--- src/rtl/pconv_c6_sched.sv ---
`default_nettype none
// ============================================================================
// Module   : pconv_c6_sched
// Purpose  : Issue/result sequencer for the 6-lane partial-convolution datapath.
// Revision : 1.0 - initial release
// ============================================================================
module pconv_c6_sched #(
    parameter int N       = 16,
    parameter int OUT_CH  = 16,
    parameter int NUM_PIX = 784,
    parameter int PIX_W   = 10,
    parameter int OC_W    = 4,
    parameter int OUT_AW  = 14
) (
    input  logic              clk,
    input  logic              rst_n,
    input  logic              start,
    input  logic              issue_en,
    output logic              busy,
    output logic              done,
    output logic [PIX_W-1:0]  feat_addr,
    output logic [OC_W-1:0]   wgt_addr,
    output logic              pc_input_vld,
    input  logic              pc_dout_vld,
    output logic [OC_W-1:0]   param_sel,
    output logic              out_we,
    output logic [OUT_AW-1:0] out_addr
);

    localparam int                CNT_W    = PIX_W + OC_W + 1;
    localparam logic [PIX_W-1:0]  LAST_PIX = PIX_W'(NUM_PIX - 1);
    localparam logic [OC_W-1:0]   LAST_OC  = OC_W'(OUT_CH - 1);
    localparam logic [OUT_AW-1:0] OC_MUL   = OUT_AW'(OUT_CH);

    generate
        if (N < 1 || OUT_CH < 1 || NUM_PIX < 1 || (2 ** PIX_W) < NUM_PIX ||
            (2 ** OC_W) < OUT_CH || (2 ** OUT_AW) < NUM_PIX * OUT_CH) begin : g_param_err
            $error("pconv_c6_sched: illegal parameter set");
        end
    endgenerate

    typedef enum logic [1:0] {
        S_IDLE  = 2'd0,
        S_ISSUE = 2'd1,
        S_DRAIN = 2'd2,
        S_DONE  = 2'd3
    } state_t;

    state_t           state_q;
    logic [PIX_W-1:0] ip_q;
    logic [OC_W-1:0]  ic_q;
    logic [PIX_W-1:0] rp_q;
    logic [OC_W-1:0]  rc_q;
    logic [CNT_W-1:0] cnt_q;
    logic [CNT_W-1:0] cnt_d;
    logic             busy_q;
    logic             done_q;
    logic             vld_q;

    logic active;
    logic issue_fire;
    logic recv_fire;
    logic issue_last;
    logic recv_last;

    assign active     = (state_q == S_ISSUE) || (state_q == S_DRAIN);
    assign issue_fire = (state_q == S_ISSUE) && issue_en;
    // A result with nothing outstanding is a protocol violation and is dropped.
    assign recv_fire  = active && pc_dout_vld && (cnt_q != '0);
    assign issue_last = (ic_q == LAST_OC) && (ip_q == LAST_PIX);
    assign recv_last  = (rc_q == LAST_OC) && (rp_q == LAST_PIX);

    always_comb begin
        cnt_d = cnt_q;
        if (issue_fire && !recv_fire) begin
            cnt_d = cnt_q + 1'b1;
        end else if (!issue_fire && recv_fire) begin
            cnt_d = cnt_q - 1'b1;
        end
    end

    always_ff @(posedge clk) begin
        if (!rst_n) begin
            state_q <= S_IDLE;
            ip_q    <= '0;
            ic_q    <= '0;
            rp_q    <= '0;
            rc_q    <= '0;
            cnt_q   <= '0;
            busy_q  <= 1'b0;
            done_q  <= 1'b0;
            vld_q   <= 1'b0;
        end else begin
            done_q <= 1'b0;
            vld_q  <= issue_fire;
            cnt_q  <= cnt_d;

            // Channel inner, pixel outer; both wrap to 0 after the final op.
            if (issue_fire) begin
                if (ic_q == LAST_OC) begin
                    ic_q <= '0;
                    ip_q <= (ip_q == LAST_PIX) ? '0 : ip_q + 1'b1;
                end else begin
                    ic_q <= ic_q + 1'b1;
                end
            end

            if (recv_fire) begin
                if (rc_q == LAST_OC) begin
                    rc_q <= '0;
                    rp_q <= (rp_q == LAST_PIX) ? '0 : rp_q + 1'b1;
                end else begin
                    rc_q <= rc_q + 1'b1;
                end
            end

            case (state_q)
                S_IDLE: begin
                    if (start) begin
                        state_q <= S_ISSUE;
                        busy_q  <= 1'b1;
                        ip_q    <= '0;
                        ic_q    <= '0;
                        rp_q    <= '0;
                        rc_q    <= '0;
                        cnt_q   <= '0;
                    end
                end
                S_ISSUE: begin
                    if (issue_fire && issue_last) begin
                        state_q <= S_DRAIN;
                    end
                end
                S_DRAIN: begin
                end
                default: begin
                    state_q <= S_IDLE;
                end
            endcase

            if (recv_fire && recv_last) begin
                state_q <= S_DONE;
                busy_q  <= 1'b0;
                done_q  <= 1'b1;
            end
        end
    end

    assign busy         = busy_q;
    assign done         = done_q;
    assign pc_input_vld = vld_q;
    assign feat_addr    = ip_q;
    assign wgt_addr     = ic_q;
    assign param_sel    = rc_q;
    assign out_we       = recv_fire;
    assign out_addr     = OUT_AW'(rp_q) * OC_MUL + OUT_AW'(rc_q);

endmodule
`default_nettype wire

--- config.mk ---
export PLATFORM = sky130hd
export DESIGN_NAME = pconv_c6_sched
export DESIGN_NICKNAME = d
export VERILOG_FILES = /design/src/rtl/pconv_c6_sched.sv
export SDC_FILE = /design/constraint.sdc
export NUM_CORES = 1
export LEC_CHECK = 0
export CAP_MARGIN = 20
export CORE_UTILIZATION = 34
export DETAILED_ROUTE_END_ITERATION = 12
export HOLD_SLACK_MARGIN = 0.02
export REMOVE_ABC_BUFFERS = 1
export SLEW_MARGIN = 20
export SYNTH_ARGS = -nofsm -noshare
export SYNTH_HDL_FRONTEND = slang
export SYNTH_SLANG_ARGS = --single-unit
--- constraint.sdc ---
create_clock -name clk -period 4.1 [get_ports clk]
set_input_delay 1.025 -clock clk [delete_from_list [all_inputs] [get_ports clk]]
set_output_delay 1.025 -clock clk [all_outputs]
set_load 0.01 [all_outputs]
==> summary.txt, run 1 <==
Flow results are below.

- The antenna diode count is 0, for reference.
- The number of OpenROAD warnings is 31, for reference.
- The area of the core region is 7848 um^2, for reference.
- The worst setup skew after layout is 0.006399 ns, for reference.
- Per the detail_route report, the via count comes to 2476.
- The number of standard cells reported by yosys is 327, for reference.
- The tool flagged a number of max-cap violations equal to 0.
- TritonCTS built the clock tree.
- In the synthesized netlist, the number of instances is 327.
- The die boundary height is 93.00 um, for reference.
- The number of detailed-routing iterations run before antenna repair is 4, for reference.
- For this run, global-route usage on met2 was measured as 25.55%.
- The post-synth register bit count is 48.
- The data arrival time of the worst path is 2.54 ns, for reference.
- Counting the buffers created by CTS gives 5.
- The layout summary lists the proportion of cells stronger than drive strength 1 as 7.479%.
- The clock net sink count is 48, for reference.
- Per the detail_route report, DRC violations left total 0.
- The number of nets in the final layout is 377, for reference.
- The violation tally from detailed-route iteration zero is 94, for reference.
- The flip-flop cell with the highest count after synthesis is sky130_fd_sc_hd__dfxtp_1, for reference.
- In the Yosys stats the netlist draws on 48 distinct library cells.
- The die extent in x is 93.00 um, for reference.
- The flow reports an fmax of 280.2 MHz.
- STA classifies the critical path startpoint as an input pin.
- The average cell area after synthesis is 8.609 um^2, for reference.
- The critical path data required time is 3.07 ns, for reference.
- sky130_fd_sc_hd__dfxtp_1 is the most common cell in the netlist.
- During synthesis, Yosys emitted a total of 0 warnings.
- The final RePlAce weighted congestion is 0.8577, for reference.
- Dividing the detail-routed via count by the number of cells gives 5.348.
- The global routing report lists met1 layer usage as 22.34%.
- The final total negative setup slack is 0 ns, for reference.
- The top-area cell type share of the netlist area is 34.13%, for reference.
- The number of antenna violations at the first check in global routing was 0.
- The via count of the first global-routing pass is 2332, for reference.
- The synthesized netlist occupies a cell area of 2815 um^2.
- Leaving out filler cells and counting taps, the final layout contains 463.
- The share of the core area taken by cells at floorplan is 35.87%.
- Entering global routing, the biggest net connects 21 pins.
- The final critical path time including I/O delays and setup is 3.568 ns, for reference.
- The remaining antenna violation count is 0, for reference.
- The layout stage reports a final design area of 3371 um^2.
- In the final report, the number of pins over their slew limit comes to 0.
- Counting flops with a built-in enable in the synthesized netlist gives 0.
- Across all setup checks in the final design, the least slack found is 0.5317 ns.
- The HPWL reported at the end of detailed placement is 4.707 mm, for reference.
- The areal power density over the cells is 556.7 nW/um^2, for reference.
- The commonest cells after synthesis are sky130_fd_sc_hd__dfxtp_1 (48), sky130_fd_sc_hd__nand2_1 (34), sky130_fd_sc_hd__nor2_1 (24).
- The main area contributors are sky130_fd_sc_hd__dfxtp_1 (34%), sky130_fd_sc_hd__ha_1 (5.3%), sky130_fd_sc_hd__nand4_1 (4.9%).
- The deepest clock path buffer count is 2, for reference.
- The clock insertion delay at the later pin of the skew report is 0.30 ns, for reference.
- The number of buffers added for setup after CTS is 0, for reference.
- The placement-stage worst setup slack is 0.5560 ns, for reference.
- For this run, asynchronously set or reset flops after synthesis account for 0%.
- The total power after layout is 1.876 mW, for reference.
- The synthesized design spends more area on one cell type than any other, namely sky130_fd_sc_hd__dfxtp_1.
- The clock tree synthesis step divided the H-tree into 2 levels.
- The category of the worst setup path capture point is an output port, for reference.
- The start-to-end type of the worst setup path is in2out, for reference.
- Total global-route track usage over all layers is 16.08%.
- Looking at the worst setup and hold paths, the clock pins of their registers show a slew of 0.09 ns.
- The flow ran to the end, and the final reports show no timing, DRC or antenna violations.
- The area growth from synthesis to final layout is 19.73%, for reference.
- In the finished design, the share of the clock period the worst path needs comes to 87.03%.
- The number of placement rows is 32, for reference.
- The number of placed cells counting well taps is 455, for reference.
- Setup repair after global routing left no endpoint under its margin.
- The analysis reports a worst IR drop on VDD of 0.4128 mV.
- The first global-routing pass estimated 11.29 mm of wire.
- After detailed placement, the total cell area comes to 3259 um^2.
- The die area is 8648 um^2, for reference.
- In this run, post-CTS repair resized a total of 0 instances.
- The worst-case max-slew headroom was logged as 49.01%.
- STA lists the maximum fanout along the critical path as 6.
- The total overflow left after global routing is 0.
- The cell sitting at the root of the clock tree is a sky130_fd_sc_hd__clkbuf_8.
- The leakage power total is 1.110 nW, for reference.
- After synthesis, the chip area reported by Yosys is 2815 um^2.
- The global routing report lists met3 layer usage as 2.602%.
- The script logs the mean routed wire length per placed instance as 13.97 um.
- The total of endpoints with negative setup slack in the final report is 0, for reference.
- In the Yosys report, the sequential cells make up 34.13% of the chip area.
-- run 1: layout by cell type, fill, tap and decap left out, types with 7 or more instances in the layout --
cell                               n
sky130_fd_sc_hd__a21oi_1          16
sky130_fd_sc_hd__and3_1            8
sky130_fd_sc_hd__clkdlybuf4s50_1  40
sky130_fd_sc_hd__dfxtp_1          48
sky130_fd_sc_hd__ha_1             12
sky130_fd_sc_hd__inv_1            10
sky130_fd_sc_hd__nand2_1          34
sky130_fd_sc_hd__nand3_1          16
sky130_fd_sc_hd__nand4_1          22
sky130_fd_sc_hd__nor2_1           24
sky130_fd_sc_hd__nor3_1           19
sky130_fd_sc_hd__o21ai_0           7
sky130_fd_sc_hd__xor2_1           14
-- run 1: kinds of logic (layout without fill, tap and decap cells) --
| logic type | after synthesis | count (layout) | share of synthesized area (%) |
|---|---|---|---|
| buf+inv | 27 | 61 | 5.111 |
| flops | 48 | 48 | 34.13 |
| compound gates | 51 | 51 | 14.89 |
| simple gates | 166 | 166 | 33.24 |
| mux | 3 | 3 | 1.067 |
| xor+xnor | 20 | 20 | 6.222 |
| fa+ha+maj | 12 | 12 | 5.333 |
-- run 1: metal layers --
metal | share of wire [%] | vias to the layer above
met3 | 3.9 | 4
met2 | 47 | 58
met5 | 0 | -
li1 | - | 1266
met4 | 0.97 | 0
met1 | 49 | 1148
-- run 1: final cells by class --
type,instances,area (um^2)
flip-flops and latches,48,960.9
inverters,10,37.54
clock buffers,5,68.82
repair buffers,43,422.9
clock inverters,3,42.54
well taps,102,127.6
fillers,826,4477
multi-input cells,252,1710
-- run 1: metrics by stage --
stage | utilization, % | hold WS, ns
4_1_cts | 42.95 | 0.5051
2_1_floorplan | - | 0.4849
3_5_place_dp | 41.53 | 0.4914
6_report | 42.95 | 0.4997
3_3_place_gp | 41.53 | 0.4758
5_1_grt | 42.95 | 0.5285
-- run 1: worst max-delay path, stage by stage --
cell and delay [ns]:
sky130_fd_sc_hd__clkdlybuf4s50_1 0.48, sky130_fd_sc_hd__and2_1 0.16, sky130_fd_sc_hd__nand2_1 0.15, sky130_fd_sc_hd__inv_1 0.16, sky130_fd_sc_hd__clkdlybuf4s50_1 0.56
-- run 1: report_power, final --
part / leakage (nW) / internal (mW) / switching (mW)
Sequential: 0.388 / 0.511 / 0.0649
Combinational: 0.669 / 0.281 / 0.676
Clock: 0.0541 / 0.181 / 0.163
-- run 1: worst paths after layout --
check                     from      endpoint  slack [ns]  depth (start not counted)
hold reg to reg   feat_addr[1]  feat_addr[1]        0.50                          2
setup reg to reg      cnt_q[1]      cnt_q[1]        1.62                          7
setup / recovery   pc_dout_vld        out_we        0.53                          5
hold / removal    feat_addr[1]  feat_addr[1]        0.50                          2
-- run 1: state kept, by name, indices dropped and copies added (netlist names), 2 cells and up --
signal     count
state_q        2
rp_q          10
feat_addr     10
cnt_q         15
param_sel      4
wgt_addr       4
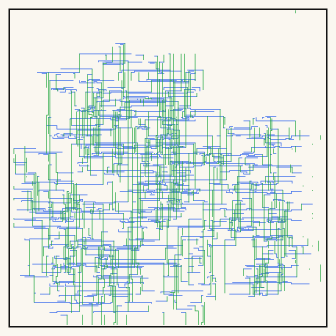
*Signal wires by layer, run 1*
Two of the layers only.
Key: green = met2 [wire length 3020 um]; blue = met1 [wire length 3140 um]

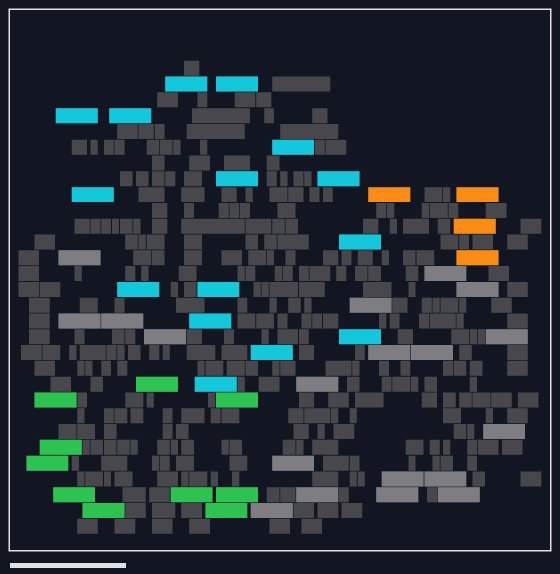
*Where the registers sit, run 1*
The bar under the picture is 20 um long. Other sequential cells in the stronger grey, the rest of the logic in the fainter grey.
Key: orange = `wgt_addr` [sequential cells 4]; green = `rp_q` [sequential cells 10, where bottom left]; cyan = `cnt_q` [sequential cells 15]
Another 19 sequential cells are not coloured.

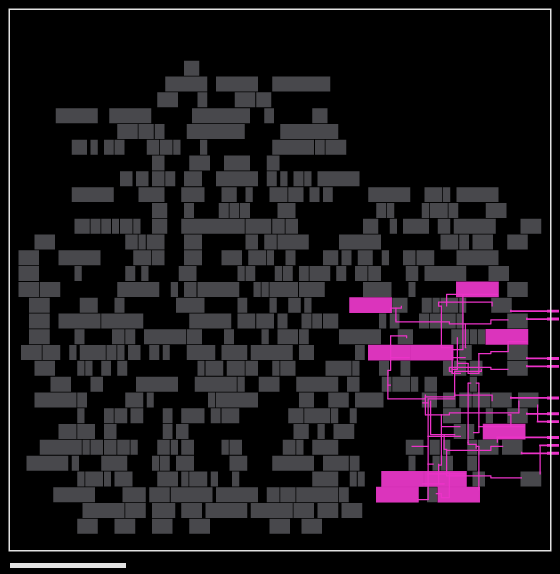
*Nets reached from selected ports, run 1*
The bar under the picture is 20 um long.
Key: magenta = `feat_addr` [bits 10, direction output, end cells 10, wire 387 um]
number of I/O port buffers: 40
IO Count: 41

==> run 2, diff against run 1 <==
--- a/config.mk
+++ b/config.mk
@@ -6,9 +6,12 @@
 export NUM_CORES = 1
 export LEC_CHECK = 0
 export CAP_MARGIN = 20
+export CELL_PAD_IN_SITES_DETAIL_PLACEMENT = 1
+export CELL_PAD_IN_SITES_GLOBAL_PLACEMENT = 1
 export CORE_UTILIZATION = 34
 export DETAILED_ROUTE_END_ITERATION = 12
 export HOLD_SLACK_MARGIN = 0.02
+export PLACE_DENSITY_LB_ADDON = 0.1
 export REMOVE_ABC_BUFFERS = 1
 export SLEW_MARGIN = 20
 export SYNTH_ARGS = -nofsm -noshare
==> run 2 against run 1 <==
Effect of this change:
- global-route usage increased by 1.9 points
- critical endpoint unchanged
- largest power group unchanged
- fmax fell by 0.62%
- flip-flop count unchanged
- sequential share of layout area increased by 0.12 points
- hold slack improved by 0.014 ns
- non-clock buffer count is the same
==> summary.txt, run 2 <==
Flow results are below.

- Setup total negative slack on the finished layout was measured at 0 ns.
- The synthesis run shows multiplexers occupying 1.067% of the cell area.
- The critical path data required time is 3.07 ns, for reference.
- The CTS tree is done, for reference.
- The clock transition at the registers of the reported paths is 0.09 ns, for reference.
- Max-slew check failures listed in the final report amount to 0.
- Of the combinational cells, the family taking the most area is simple AND/OR/NAND/NOR gates.
- The share of the clock period used by the worst path is 87.57%, for reference.
- The number of antenna violations at the first check in global routing is 0, for reference.
- The flip-flop count of the largest register after layout is 15, for reference.
- Of the total synthesized cell area, the portion taken by full adders, half adders and majority gates is 5.333%.
- The register with the highest flop count is cnt_q, for reference.
- The total routing usage reported by global routing is 17.97%, for reference.
- The most common cell in the synthesized netlist is sky130_fd_sc_hd__dfxtp_1.
- The category of the worst setup path capture point is an output port, for reference.
- The finished design was reported to have a net count of 377.
- The deepest clock path buffer count is 2, for reference.
- The parity-gate share of the synthesized area counting xor and xnor cells is 6.222%, for reference.
- After detailed routing, the number of remaining DRC violations is 0.
- The clock net sink count is 48, for reference.
- The area of the core region is 7848 um^2, for reference.
- STA lists the maximum fanout along the critical path as 6.
- Looking at the setup timing report, the critical path kind is in2out.
- Once detail routing completed, the nets flagged for antenna violations numbered 0.
- The most frequent logic cell in the layout is sky130_fd_sc_hd__dfxtp_1, for reference.
- The flow ran to the end, and the final reports show no timing, DRC or antenna violations.
- The peak supply drop is 0.4289 mV, for reference.
- Ranked by total cell area, the synthesized netlist is headed by sky130_fd_sc_hd__dfxtp_1 (34%), sky130_fd_sc_hd__ha_1 (5.3%), sky130_fd_sc_hd__nand4_1 (4.9%).
- The total of endpoints with negative setup slack in the final report is 0, for reference.
- The number of top-level design ports is 41, for reference.
- The via count of the first global-routing pass was 2550.
- Per the CTS log, the maximum H-tree level is 2.
- The final critical path time including I/O delays and setup is 3.590 ns, for reference.
- Setup repair after global routing left no endpoint under its margin.
- In the final routed layout, each cell accounts on average for 15.99 um.
- By count the netlist is led by sky130_fd_sc_hd__dfxtp_1 (48), sky130_fd_sc_hd__nand2_1 (34), sky130_fd_sc_hd__nor2_1 (24).
- The top-area cell type share of the netlist area is 34.13%, for reference.
- In this run, the number of DRC markers left after iteration 0 of detailed routing was 126.
- Per the repair_timing log after CTS, setup buffers inserted total 0.
- Per the detail_route report, vias per standard cell equal 5.553.
run 2: cell count changes in the layout (fill, tap and decap cells not counted):
cell,before,now
sky130_fd_sc_hd__bufinv_16,1,0
sky130_fd_sc_hd__clkinv_2,1,0
sky130_fd_sc_hd__clkbuf_8,5,6
sky130_fd_sc_hd__clkinvlp_4,1,2
run 2: layout make-up:
| type | count | area (um^2) |
|---|---|---|
| tap | 102 | 127.6 |
| clock buffer | 6 | 82.58 |
| sequential | 48 | 960.9 |
| clock inverter | 2 | 15.01 |
| timing repair buffer | 43 | 422.9 |
| multi-input combinational | 252 | 1710 |
| inverter | 10 | 37.54 |
| fill | 960 | 4491 |
run 2: final timing paths:
check / startpoint / end / slack [ns]
setup / recovery: pc_dout_vld / out_we / 0.51
hold / removal: feat_addr[1] / feat_addr[1] / 0.51
setup reg to reg: cnt_q[1] / cnt_q[1] / 1.47
hold reg to reg: feat_addr[1] / feat_addr[1] / 0.51
run 2: cell families (layout without fill, tap and decap cells):
group                      count (synthesis)  count (layout)
and+or+nand+nor                          166             166
AOI/OAI and AO/OA                         51              51
DFF                                       48              48
buffers and inverters                     27              61
xor gates and xnor gates                  20              20
adders and majority gates                 12              12
muxes                                      3               3
run 2: critical path: stages:
cell and delay (ns):
sky130_fd_sc_hd__clkdlybuf4s50_1 0.48, sky130_fd_sc_hd__and2_1 0.17, sky130_fd_sc_hd__nand2_1 0.17, sky130_fd_sc_hd__inv_1 0.16
sky130_fd_sc_hd__clkdlybuf4s50_1 0.56
run 2: where the power goes:
| group | total [mW] | internal [mW] | leakage, nW | switching, mW |
|---|---|---|---|---|
| sequential | 0.577 | 0.511 | 0.388 | 0.0651 |
| clock | 0.308 | 0.137 | 0.0434 | 0.171 |
| combinational | 1.00 | 0.281 | 0.669 | 0.722 |
| total | 1.89 | 0.930 | 1.10 | 0.958 |
run 2: metrics by stage:
stage | worst slack [ns] | utilization (%) | power [mW] | hold WS, ns | cell area (um^2)
detailed placement | 0.5225 | 41.53 | 1.573 | 0.4993 | 3259
CTS | 0.5077 | 42.78 | 1.892 | 0.5136 | 3357
global placement | 0.5418 | 41.53 | 1.579 | 0.4848 | 3259
floorplan | 0.9719 | - | 1.240 | 0.4849 | 2709
global route | 0.4292 | 42.78 | 2.015 | 0.5475 | 3357
finish | 0.5095 | 42.78 | 1.888 | 0.5134 | 3357
run 2: layer usage:
layer / GRT usage [%] / vias up / routed length [um]
met5: 0 / - / 0
met4: 3.846 / 0 / 57
met3: 2.683 / 5 / 191
met2: 30.15 / 40 / 3397
met1: 24.31 / 1261 / 3758
li1: - / 1265 / -
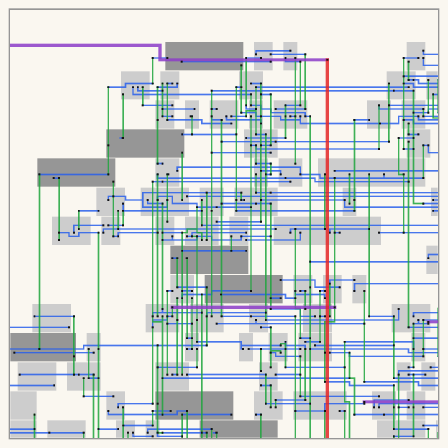
*Layout detail, run 2*
Region (3, 50) to (43, 90) um. Cells in grey, sequential cells in the stronger grey; small squares are vias.
Key: blue = met1; red = met4; purple = met3; green = met2
Most frequent: dfxtp_1 (8), nand2_1 (6). 72 logic cells have their middle in the window. Sequential cells in the window: 8. Netlist names of flops here include `cnt_q` (5), `param_sel` (3).

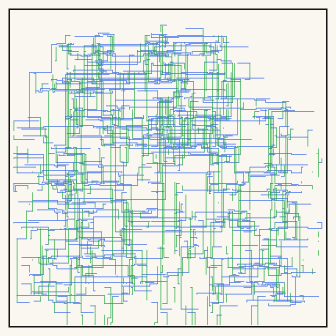
*Signal wires by layer, run 2*
Two of the layers only.
Key: blue = met1 [wire length 3760 um]; green = met2 [wire length 3400 um]

### Clock wiring as the flow saved it, run 2

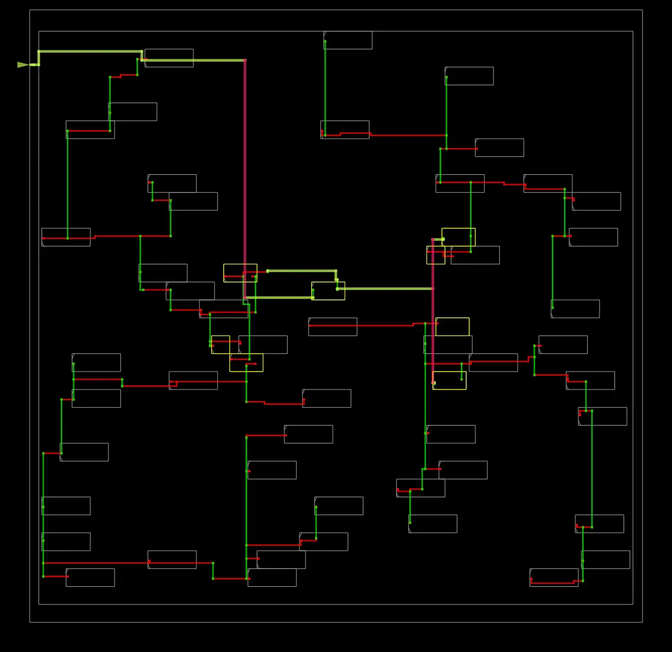

==> run 3, diff against run 2 <==
==> constraint.sdc (replaced) <==
create_clock -name clk -period 4.1 [get_ports clk]
set_input_delay 1.025 -clock clk [delete_from_list [all_inputs] [get_ports clk]]
set_output_delay 1.025 -clock clk [all_outputs]
set_load 0.1 [all_outputs]
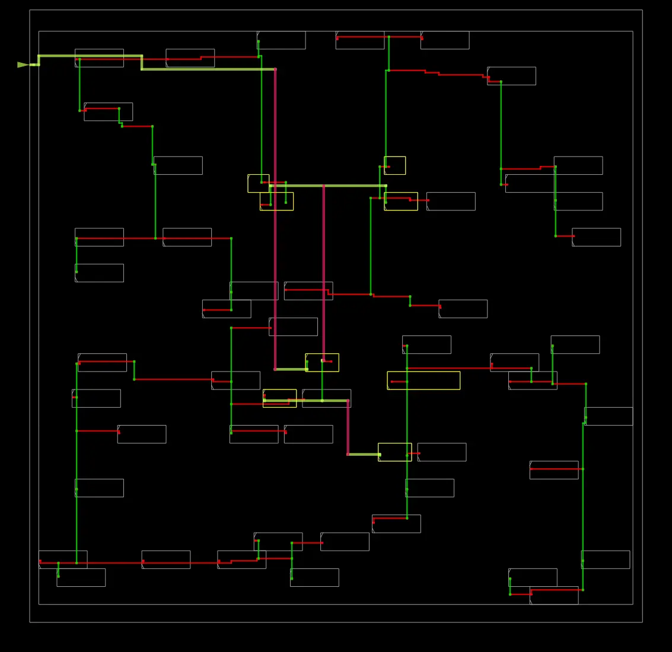
*Clock wiring as the flow saved it, run 3*
power attributed to the clock group: 364 uW
clock buffers: 5
clock tree sinks: 48
total CTS buffers: 5
clock latency at the later pin of the worst-skew pair: 0.31 ns

==> run 3 against run 2 <==
Effect of this change:
- highest routed layer unchanged
- sequential share of layout area is 0.31 points lower
- flip-flop count stayed put
- synthesized cell count stayed put
- combinational power is 8% higher
- first-iteration DRC count is 40% lower
- critical path depth stayed put
- design area is 1.1% higher
- power is 7.3% higher
- clock power is 18% higher
- critical path type unchanged
- area after synthesis stayed put
==> summary.txt, run 3 <==
Flow results are below.

- The flow ran to the end, and the final reports show no timing, DRC or antenna violations.
- By instance count, the leading cell after synthesis is sky130_fd_sc_hd__dfxtp_1.
- The number of antenna violations at the first check in global routing is 0.
- The critical path starts at pc_dout_vld.
- The cell area that synthesis handed to floorplanning was 2815 um^2.
- The start-to-end type of the worst setup path is in2out, for reference.
- The report lists the number of standard-cell rows as 32.
- The power dissipated by switching net loads is 1.038 mW, for reference.
- The clock network accounts for 18.0% of the total power.
- The main area contributors are sky130_fd_sc_hd__dfxtp_1 (34%), sky130_fd_sc_hd__ha_1 (5.3%), sky130_fd_sc_hd__nand4_1 (4.9%).
- The worst setup skew after layout is 0.009198 ns, for reference.
- The average cell area after synthesis is 8.609 um^2, for reference.
- The number of port buffers is 40, for reference.
- In the layout the commonest cells are sky130_fd_sc_hd__dfxtp_1 (48), sky130_fd_sc_hd__clkdlybuf4s50_1 (39), sky130_fd_sc_hd__nand2_1 (34).
- The detailed-route via count is 2535, for reference.
- The flip-flop count of the largest register after layout is 15, for reference.
- The end of the worst register-to-register path is cnt_q[1], for reference.
- The register with the highest flop count is cnt_q, for reference.
- The die covers 8648 um^2.
- The clock transition at the registers of the reported paths is 0.09 ns, for reference.
- Summed over all routing layers, the global router reports a total usage of 17.87%.
- The critical path data required time is 3.07 ns, for reference.
- Counting pins that exceed their max-slew limit in the final report gives 0.
- The top-area cell type share of the netlist area is 34.13%, for reference.
- The number of detailed-routing iterations run before antenna repair is 4, for reference.
- The register bit count reported by yosys is 48, for reference.
- Per the synth stats, the proportion of register bits with asynchronous set or reset is 0%.
- The data arrival time of the worst path is 2.21 ns, for reference.
- STA shows the worst reg2reg path with a cell count of 7.
- Dividing the detail-routed wire length by the instance count gives 15.74 um.
- The number of distinct library cell variants in the gate-level netlist after synthesis is 48, for reference.
- TritonRoute reported its final design rule violation total as 0.
- The core utilization before placement is 35.87%, for reference.
- The internal power of the cells totals 987.8 uW.
- The library cell occupying the most area in the post-synthesis netlist is sky130_fd_sc_hd__dfxtp_1, for reference.
- Global routing finished with a remaining overflow of 0.
- The number of buffers added for setup after CTS is 0, for reference.
- On the final layout, the worst hold slack is 0.4961 ns.
- The number of max-capacitance violations reported is 0, for reference.
- Per the OpenROAD floorplan log, the area of the core is 7848 um^2.
- Summed over all cells, the static leakage comes to 1.124 nW.
- The synthesized design contains 0 enable-type register cells.
- The final critical path time including I/O delays and setup is 3.233 ns, for reference.
- The die boundary height is 93.00 um, for reference.
- The average via count per standard cell is 5.463, for reference.
- The H-tree level count is 2, for reference.
- The sequential element share of the synthesized area is 34.13%, for reference.
- The worst register-to-register path begins at cnt_q[1].
- The via count of the first global-routing pass is 2534, for reference.
- The highest clock rate is 309.3 MHz, for reference.
- In this run the horizontal extent of the chip is 93.00 um.
- In this run the power density over the cells is 596.9 nW/um^2.
- The most frequent logic cell in the layout is sky130_fd_sc_hd__dfxtp_1, for reference.
- The kind of cell with the highest combined delay on the critical path is buffers and inverters, for reference.
- The critical path ends at out_we.
- The CTS tree is done, for reference.
- In this run the register-to-register setup slack is 1.55 ns.
- Per report_power, the sequential group accounts for 28.5% of the total.
- The violation tally from detailed-route iteration zero is 76, for reference.
- The HPWL reported at the end of detailed placement is 5.318 mm, for reference.
- The commonest cells after synthesis are sky130_fd_sc_hd__dfxtp_1 (48), sky130_fd_sc_hd__nand2_1 (34), sky130_fd_sc_hd__nor2_1 (24).
- The maximum cell stage delay along the critical path is 0.47 ns, for reference.
- The fraction of layout instances using a drive strength above 1 is 8.011%, for reference.
- The critical path crosses 5 cells after its start point.
- The total of endpoints with negative setup slack in the final report is 0, for reference.
- Dividing the final minimum period by the clock period gives 78.86%.
- Per the gpl log, the routability congestion estimate is 0.7457.
- The deepest clock path buffer count is 2, for reference.
- The pin count of the biggest net entering global routing is 21, for reference.
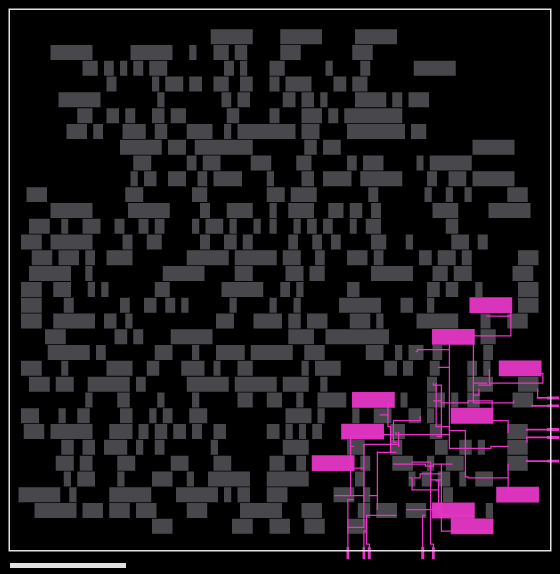
*Nets reached from selected ports, run 3*
The bar under the picture is 20 um long.
Key: magenta = `feat_addr` [bits 10, direction output, end cells 10, wire 386 um]

-- run 3: cell counts after synthesis --
No cell type changed its count.
-- run 3: layer usage --
layer | vias to the layer above | wire length, um | track usage (%)
met5 | - | 0 | 0
met4 | 0 | 97 | 5.385
met3 | 8 | 287 | 2.520
met2 | 53 | 3339 | 29.60
met1 | 1206 | 3580 | 23.99
li1 | 1268 | - | -
-- run 3: worst min path at each step --
stage,startpoint,end,cells past startpoint
detailed placement,feat_addr[1],feat_addr[1],2
global placement,feat_addr[1],feat_addr[1],2
CTS,feat_addr[1],feat_addr[1],2
finish,feat_addr[1],feat_addr[1],2
global route,feat_addr[1],feat_addr[1],2
floorplan,cnt_q[4],cnt_q[4],2
-- run 3: cell type report --
| type | count | area [um^2] |
|---|---|---|
| clock buffer | 5 | 68.82 |
| clock inverter | 3 | 47.55 |
| fill | 950 | 4454 |
| inverter | 10 | 37.54 |
| multi-input combinational | 252 | 1710 |
| sequential | 48 | 960.9 |
| tap | 102 | 127.6 |
| timing repair buffer | 44 | 440.4 |
-- run 3: power by group through the flow --
| stage | Sequential (mW) | Combinational (mW) | Clock (mW) |
|---|---|---|---|
| 4_1_cts | 0.577 | 1.09 | 0.381 |
| 5_1_grt | 0.587 | 1.18 | 0.399 |
| 6_report | 0.578 | 1.08 | 0.364 |
| 3_5_place_dp | 0.588 | 1.08 | 0 |
| 2_1_floorplan | 0.635 | 0.693 | 0 |
| 3_3_place_gp | 0.587 | 1.07 | 0 |
-- run 3: metrics by stage --
stage / worst slack [ns] / cells / power (mW) / instance area (um^2) / utilization, %
floorplan: 0.5374 / 310 / 1.328 / 2709 / -
global placement: 0.8532 / 456 / 1.662 / 3277 / 41.76
detailed placement: 0.8537 / 456 / 1.672 / 3277 / 41.76
CTS: 0.8425 / 464 / 2.048 / 3393 / 43.24
global route: 0.7712 / 464 / 2.168 / 3393 / 43.24
finish: 0.8667 / 464 / 2.026 / 3393 / 43.24
-- run 3: worst register-to-register path: cells and delay by family, from the launching register on --
kind            cells  cell delay, ns
simple gates        2            0.94
compound gates      3            0.74
flops               1            0.38
fa+ha+maj           1            0.21
buf+inv             1            0.13
-- run 3: cells by family after synthesis --
kind of cell / synth area share [%]
fa+ha+maj: 5.333
xor+xnor: 6.222
mux: 1.067
buf+inv: 5.111
simple gates: 33.24
compound gates: 14.89
flops: 34.13
Power and IR drop assume default switching activity.
